[config.mk]
export PLATFORM = sky130hd
export DESIGN_NAME = serial_sub_ctrl
export DESIGN_NICKNAME = d
export VERILOG_FILES = /design/src/rtl/serial_sub_ctrl.sv
export SDC_FILE = /design/constraint.sdc
export NUM_CORES = 1
export LEC_CHECK = 0
export CORE_MARGIN = 3
export CORE_UTILIZATION = 50
export DETAILED_ROUTE_END_ITERATION = 8
export GPL_TIMING_DRIVEN = 0
export PLACE_DENSITY = 0.77
export SETUP_SLACK_MARGIN = 0.02
export SLEW_MARGIN = 30
export SYNTH_ARGS = -nofsm -noshare
export SYNTH_HDL_FRONTEND = slang
export SYNTH_SLANG_ARGS = --single-unit
[constraint.sdc]
create_clock -name clk -period 1.7 [get_ports clk]
set_input_delay 0.34 -clock clk [delete_from_list [all_inputs] [get_ports clk]]
set_output_delay 0.34 -clock clk [all_outputs]
set_load 0.005 [all_outputs]
[src/rtl/serial_sub_ctrl.sv]
// Bit-serial subtractor: diff = a - b - bin, LSB first, one bit per clock,
// sharing a single full_sub cell behind a start/ready/done handshake.

module full_sub (
    input  logic a,
    input  logic b,
    input  logic bin,
    output logic diff,
    output logic bo
);
    assign diff = a ^ b ^ bin;
    assign bo   = (~a & b) | (~(a ^ b) & bin);
endmodule

module serial_sub_ctrl #(
    parameter int WIDTH = 8
) (
    input  logic             clk,
    input  logic             rst,
    input  logic             start,
    input  logic [WIDTH-1:0] a,
    input  logic [WIDTH-1:0] b,
    input  logic             bin,
    output logic             ready,
    output logic             busy,
    output logic             done,
    output logic [WIDTH-1:0] diff,
    output logic             bo
);
    localparam int CW = $clog2(WIDTH);
    localparam logic [CW-1:0] LAST = CW'(WIDTH - 1);

    typedef enum logic [1:0] {IDLE, RUN, DONE} state_t;

    state_t state, state_nxt;

    logic [CW-1:0]    cnt;
    logic [WIDTH-1:0] a_sh, b_sh, res_sh;
    logic             borrow;
    logic             cell_diff, cell_bo;
    logic             last_bit;

    full_sub u_cell (
        .a    (a_sh[0]),
        .b    (b_sh[0]),
        .bin  (borrow),
        .diff (cell_diff),
        .bo   (cell_bo)
    );

    assign last_bit = (state == RUN) && (cnt == LAST);
    assign ready    = (state == IDLE);
    assign busy     = (state == RUN);

    always_ff @(posedge clk or posedge rst) begin
        if (rst) state <= IDLE;
        else     state <= state_nxt;
    end

    always_comb begin
        state_nxt = state;
        case (state)
            IDLE:    if (start) state_nxt = RUN;
            RUN:     if (cnt == LAST) state_nxt = DONE;
            DONE:    state_nxt = IDLE;
            default: state_nxt = IDLE;
        endcase
    end

    always_ff @(posedge clk or posedge rst) begin
        if (rst) begin
            cnt    <= '0;
            a_sh   <= '0;
            b_sh   <= '0;
            res_sh <= '0;
            borrow <= 1'b0;
            diff   <= '0;
            bo     <= 1'b0;
            done   <= 1'b0;
        end else begin
            done <= last_bit;
            if (state == IDLE && start) begin
                a_sh   <= a;
                b_sh   <= b;
                borrow <= bin;
                cnt    <= '0;
            end else if (state == RUN) begin
                a_sh   <= a_sh >> 1;
                b_sh   <= b_sh >> 1;
                borrow <= cell_bo;
                res_sh <= {cell_diff, res_sh[WIDTH-1:1]};
                cnt    <= cnt + 1'b1;
                // Outputs only move on completion so partial results never show.
                if (cnt == LAST) begin
                    diff <= {cell_diff, res_sh[WIDTH-1:1]};
                    bo   <= cell_bo;
                end
            end
        end
    end
endmodule

Fig. 1: run 1, clock wiring as the flow saved it
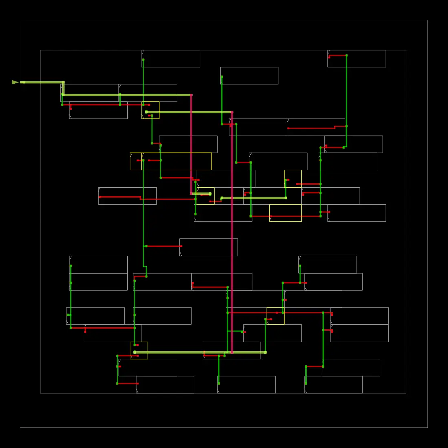
# clk buffers: 6
clk ins delay skew pair: 350 ps
CTS Buf Count: 5
clock sink count: 39

Fig. 2: run 1, cell density map
(6 px per µm) 6 x 6 tiles, from black (low) to pale yellow (high), 0 to 100% covered.
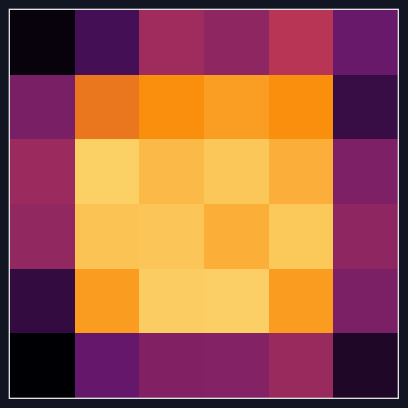
- mean over tiles: 53%
- fullest tile: 90%
- densest ninth of the die: center
- nearly empty tiles: 2.8%
- tiles over 75% full: 42%
core area: 0.003153 mm²
fp util: 54.44%
Final Util: 71.47%

==> impl_metrics.toml, run 1 <==
# flow metrics
[run_status]
outcome = "finished, final reports clean"

[placement]
port_buffers = 30

[finish]
finalNonFillerCells = 235
diodes = 0
drive_above_1_share_pct = 25.13
nets = 213
syn2layout_area_growth_pct = 31.27

[final_timing]
fin_skew_ps = 9.328
finalSetupViolCount = 0
fmax_ghz = 0.6324

[worst_setup_path]
rrSetupSlack_ps = 140
critPathMaxFanout = 2
crit_buf_inv = 1

[global_route]
grt_overflow = 0
met3_usage_pct = 6.932
grt_pass1_vias = 1285
grt_first_pass_wirelength_mm = 5.913

[power_and_ir_drop]
p_clk_share_pct = 16.3
swShare_pct = 32.78
total_power_mw = 3.999
internal_power_mw = 2.689
leakage_nw = 0.9938

[logic_synthesis]
synth_nets = 170
yosys_area_mm2 = 0.001717
ys_sh_xor_pct = 0
yosysWarnings = 0

[detailed_routing]
drt_iter0_drc = 67

[clock_network]
postCtsHoldBufs = 0
cts_tree = "yes"
cts_max_level = 2
Fig. 3: run 1, power grid
(6 px per µm) Pins as bars on the die edge.
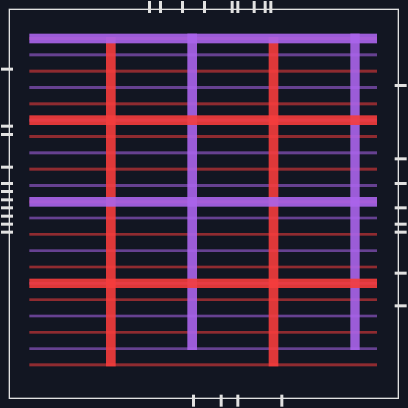
- purple: VDD
- red: VSS
- rows: 20
- met5 straps: 4
- met4 straps: 4
Die X: 64.60 µm
Die Y: 64.60 µm
peak supply drop: 0.9425 mV

==> run 1: area by class of cell <==
class / instances / area, µm²
clock buffers: 6 / 51.30
inverters: 9 / 36.28
flip-flops and latches: 39 / 977.2
clock inverters: 2 / 35.03
repair buffers: 36 / 355.3
well taps: 44 / 55.05
plain buffers: 10 / 90.09
fillers: 250 / 899.6
multi-input cells: 89 / 653.1
==> run 1: cells in the final DEF (no fill, tap or decap), types with 2 or more instances in the layout <==
| cell | n |
|---|---|
| a22o_1 | 2 |
| clkdlybuf4s50_1 | 28 |
| dfrtp_1 | 38 |
| buf_8 | 2 |
| a21oi_1 | 11 |
| mux2_2 | 15 |
| buf_2 | 4 |
| nand2_1 | 3 |
| buf_4 | 6 |
| o22ai_1 | 18 |
| nor2_1 | 5 |
| buf_6 | 3 |
| nor3_1 | 10 |
| o21ai_0 | 8 |
| nor2b_1 | 3 |
| inv_1 | 6 |
| ha_1 | 2 |
| clkbuf_4 | 5 |
==> run 1: routing by layer <==
| layer | part of all wire (%) | up-vias |
|---|---|---|
| met5 | 0 | - |
| met1 | 40 | 631 |
| li1 | - | 615 |
| met2 | 53 | 37 |
| met3 | 5.7 | 7 |
| met4 | 2.0 | 0 |
==> run 1: cell families (layout without fill, tap and decap cells) <==
| group | Yosys count | in the layout |
|---|---|---|
| DFF | 39 | 39 |
| adders and majority gates | 3 | 3 |
| buffers and inverters | 19 | 63 |
| and+or+nand+nor | 27 | 27 |
| AOI/OAI and AO/OA | 44 | 44 |
| muxes | 15 | 15 |
==> run 1: what timing repair did <==
action	in CTS	in global routing
setup endpoints to repair	2	1
gates cloned	0	0
setup buffers	3	2
resized	16	3
==> run 1: sequential cells by signal, summed over array words and instances (netlist names) <==
name and cells:
done 1, b_sh 8, state 2, res_sh 7, a_sh 8, cnt 3, bo 1, borrow 1
diff 8
Fig. 4: run 1, metal 2
(6 px per µm)
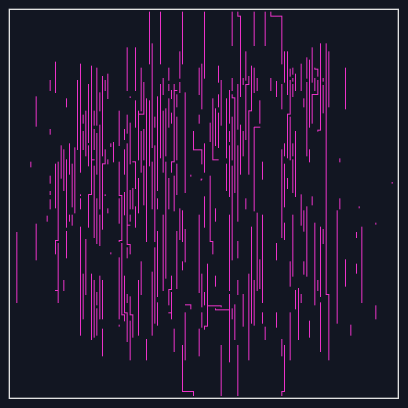

==> run 2, diff against run 1 <==
--- a/config.mk
+++ b/config.mk
@@ -5,6 +5,7 @@
 export SDC_FILE = /design/constraint.sdc
 export NUM_CORES = 1
 export LEC_CHECK = 0
+export ABC_AREA = 1
 export CORE_MARGIN = 3
 export CORE_UTILIZATION = 50
 export DETAILED_ROUTE_END_ITERATION = 8
Fig. 5: run 2, metal 2
(6 px per µm)
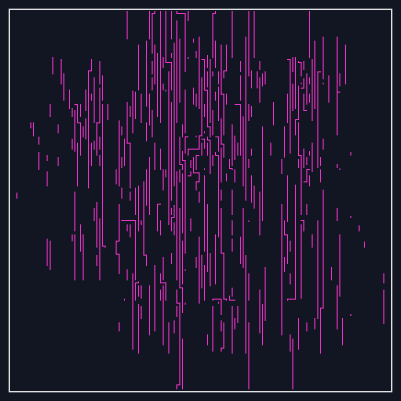
- share of all routed wire: 48%
- longest straight run: 27.2 µm
- wire length on this layer: 1670 µm
DR vias: 1404
Post-Route WL: 3.490 mm

==> run 2 against run 1 <==
Compared with the run above:
- hold slack better by 80 ps
- global-route usage about the same
- largest power group is now sequential cells
- cell area down 5.9%
==> impl_metrics.toml, run 2 <==
# flow metrics
[run_status]
outcome = "finished, final reports clean"

[die]
die-height_um = 63.50
die_w_um = 63.50

[power_and_ir_drop]
leakage_nw = 1.070
total_power_mw = 3.449
internal_power_mw = 2.173
swShare_pct = 36.98
p_clk_share_pct = 12.2
irDropWorstVdd_mv = 0.6736

[finish]
diodes = 0
nets = 256
final_util_pct = 68.31
largest_registers = "a_sh: 8 flops, b_sh: 8 flops, diff: 8 flops"
drive_above_1_share_pct = 11.64
fill_cells = 274
final_cell_mix = "88 x nand2_1, 38 x dfrtp_1, 32 x nand3_1"
finalNonFillerCells = 276

[clock_network]
cts_root_buffer = "clkbuf_4"
clock-sinks = 39
clk_latency_ps = 340
cts_tree = "yes"
cts_max_level = 2

[worst_setup_path]
rrSetupSlack_ps = 320
critPathMaxFanout = 2

[logic_synthesis]
ys_async_sr_fraction_pct = 100.0
yosys.area.top_type = "dfrtp_1"
ys_sh_xor_pct = 0
synth_nets = 212
yosysWarnings = 0
yosys_area_mm2 = 0.001653

[global_route]
grt_pass1_vias = 1344
grt_overflow = 0
grt_first_pass_wirelength_mm = 5.961

[final_timing]
fmax_ghz = 0.6071
finalClockPeriodUsage_pct = 96.89
finalSetupViolCount = 0
rsz0062_at_grt = "true"

[placement]
port_buffers = 30

[detailed_routing]
drt_iter0_drc = 63
Fig. 6: run 2, cell density map
(6 px per µm) 6 x 6 tiles, from black (low) to pale yellow (high), 0 to 100% covered.
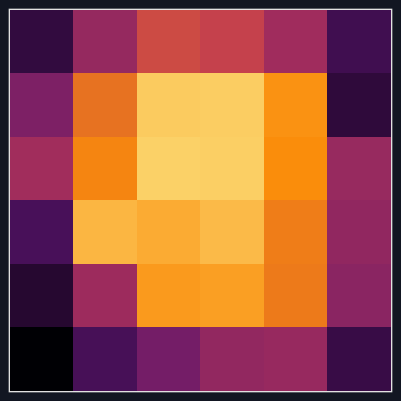
- tiles over 75% full: 31%
- nearly empty tiles: 2.8%
- mean over tiles: 51%
core area: 0.003103 mm²
fp util: 53.27%

## run 2: cell types whose count changed in the layout (fill, tap and decap cells not counted), sizes merged, moves of 10 or more
cell	delta
o22ai	-18
mux2	-15
nand2	+87
nor3	-10
a21oi	-11
nand3	+32
## run 2: layer usage
| layer | track usage, % | vias to the layer above | part of all wire [%] |
|---|---|---|---|
| li1 | - | 682 | - |
| met1 | 23.22 | 660 | 44 |
| met2 | 30.64 | 50 | 48 |
| met3 | 4.635 | 12 | 5.7 |
| met4 | 10.51 | 0 | 2.7 |
| met5 | 0 | - | 0 |
## run 2: worst max-delay path by stage
stage                               end  slack, ps  cells past startpoint
finish                            ready         50                      4
global route                      ready          7                      4
floorplan           a_sh[0]$_DFFE_PP0P_        470                      1
global placement    diff[2]$_DFFE_PP0P_       -280                      2
detailed placement                ready       -110                      3
CTS                               ready          6                      4
## run 2: timing repair
action,4_1_cts,5_1_grt
pin swaps,1,1
resized,8,2
cloned,0,0
endpoints found under the hold margin,0,0
setup buffers,6,2
endpoints found under the setup margin,2,1
## run 2: final cells by class
type	instances	area, µm²	share of cell area, %
Clock buffer	6	41.29	1.948
Timing Repair Buffer	38	360.3	17.00
Buffer	7	42.54	2.007
Tap cell	44	55.05	2.597
Sequential cell	39	977.2	46.10
Multi-Input combinational cell	133	604.3	28.51
Inverter	9	38.79	1.830
## run 2: cell families after synthesis
kind of cell / Yosys count
adder cells (fa/ha/maj): 3
AND/OR/NAND/NOR: 125
AND-OR/OR-AND: 5
flip-flops: 39
buffers and inverters: 17
## run 2: critical path, cell delays in order, from the launching register on
cell	delay [ps]
dfrtp_1	410
buf_4	150
nor2_4	110
buf_6	110
clkdlybuf4s15_1	190
==> run 3, diff against run 2 <==
--- a/config.mk
+++ b/config.mk
@@ -8,11 +8,12 @@
 export ABC_AREA = 1
 export CORE_MARGIN = 3
 export CORE_UTILIZATION = 50
+export CTS_CLUSTER_SIZE = 12
 export DETAILED_ROUTE_END_ITERATION = 8
 export GPL_TIMING_DRIVEN = 0
 export PLACE_DENSITY = 0.77
 export SETUP_SLACK_MARGIN = 0.02
-export SLEW_MARGIN = 30
+export SLEW_MARGIN = 10
 export SYNTH_ARGS = -nofsm -noshare
 export SYNTH_HDL_FRONTEND = slang
 export SYNTH_SLANG_ARGS = --single-unit
Fig. 7: run 3, metal 2
(6 px per µm)
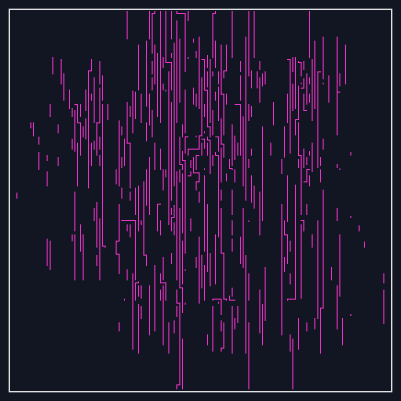
- wire length on this layer: 1670 µm
- longest straight run: 27.2 µm
- nets with wire on the layer: 205
- main direction: vertical
- share of all routed wire: 48%
Global Route met2 Usage: 30.64%

Fig. 8: run 3, clock wiring as the flow saved it
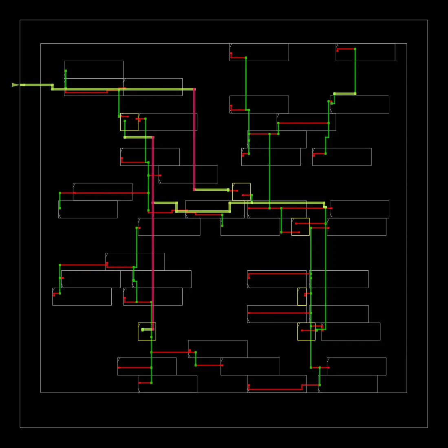
clk pwr: 0.420 mW
worst clock skew: 11.29 ps
flop count: 39
clk ins delay skew pair: 340 ps

==> run 3 against run 2 <==
Compared with the run above:
- worst setup slack stayed put
- clock skew stayed put
- register-to-register slack hardly changed
- power stayed put
- utilization stayed put
- sequential share of layout area stayed put
- cell area stayed put
- sequential power hardly changed
- clock power hardly changed
- final cell count stayed put
- clock-buffer cell count stayed put
- highest routed layer unchanged
- via count stayed put
==> impl_metrics.toml, run 3 <==
# flow metrics
[run_status]
outcome = "finished, final reports clean"

[logic_synthesis]
ys_async_sr_fraction_pct = 100.0
synth_nets = 212
yosys.area.top_type = "dfrtp_1"
yosysWarnings = 0
yosys_area_mm2 = 0.001653

[clock_network]
clock-sinks = 39
cts_root_buffer = "clkbuf_4"
cts_max_level = 2
ctsResizeCount = 8
cts_setup_buffers = 6

[finish]
diodes = 0
nets = 256
combGateArea_um2 = 604.3
final_cell_mix = "88 x nand2_1, 38 x dfrtp_1, 32 x nand3_1"
regArea_um2 = 977.2
largest_registers = "a_sh: 8 flops, b_sh: 8 flops, diff: 8 flops"
finalNonFillerCells = 276
drive_above_1_share_pct = 11.64
final_util_pct = 68.31

[power_and_ir_drop]
irDropWorstVdd_mv = 0.6736
p_clk_share_pct = 12.2
internal_power_mw = 2.173

[worst_setup_path]
crit_buf_inv = 3
critPathMaxFanout = 2
slowest_delay_ps = 410
path_depth = 4

[die]
fp.coreArea_mm2 = 0.003103
die_w_um = 63.50
initCoreUtil_pct = 53.27
die-height_um = 63.50

[final_timing]
finalSetupViolCount = 0

[detailed_routing]
num_vias = 1404
drt_iter0_drc = 63

[global_route]
busiest_layer = "met2"
==> run 3: cell counts after synthesis <==
No cell type changed its count.
==> run 3: per-layer routing <==
metal	share of wire [%]	vias to the layer above	wire length, µm
li1	-	682	-
met1	44	660	1524
met2	48	50	1673
met3	5.7	12	198
met4	2.7	0	94
met5	0	-	0
==> run 3: cell families after synthesis <==
group | Yosys count | synth area share (%)
AND/OR/NAND/NOR | 125 | 32.02
flip-flops | 39 | 59.05
buffers and inverters | 17 | 4.693
AND-OR/OR-AND | 5 | 1.514
adder cells (fa/ha/maj) | 3 | 2.725
==> run 3: worst min-delay path: stages <==
cell and delay, ps:
buf_2 170, nand3_1 100, nand3_1 60
==> run 3: cell type report <==
cell class,instances,share of cell area [%]
inverters,9,1.830
repair buffers,38,17.00
multi-input cells,133,28.51
clock buffers,6,1.948
flip-flops and latches,39,46.10
plain buffers,7,2.007
well taps,44,2.597
==> run 3: per-stage QoR <==
stage | setup WS [ps] | total power [mW] | hold WS (ps) | instance area (µm²)
after CTS | 5.962 | 3.428 | 344.6 | 2102
after global placement | -283.1 | 2.846 | 452.3 | 2008
final | 52.85 | 3.449 | 353.2 | 2120
after floorplan | 470.7 | 2.374 | 442.2 | 1653
after detailed placement | -109.5 | 2.927 | 458.4 | 2008
after global routing | 7.317 | 3.752 | 372.0 | 2120
==> run 3: worst paths after layout <==
kind,startpoint,endpoint,slack [ps]
min in group asynchronous,rst,b_sh[4]$_DFFE_PP0P_,440
worst min-delay path,start,b_sh[5]$_DFFE_PP0P_,350
worst max-delay path,state[1]$_DFFE_PP0P_,ready,50
max in group asynchronous,rst,state[0]$_DFFE_PP0P_,700
worst max register to register,state[1]$_DFFE_PP0P_,b_sh[0]$_DFFE_PP0P_,320
worst min register to register,diff[5]$_DFFE_PP0P_,diff[5]$_DFFE_PP0P_,480
Power is estimated from default activity; no workload was simulated.
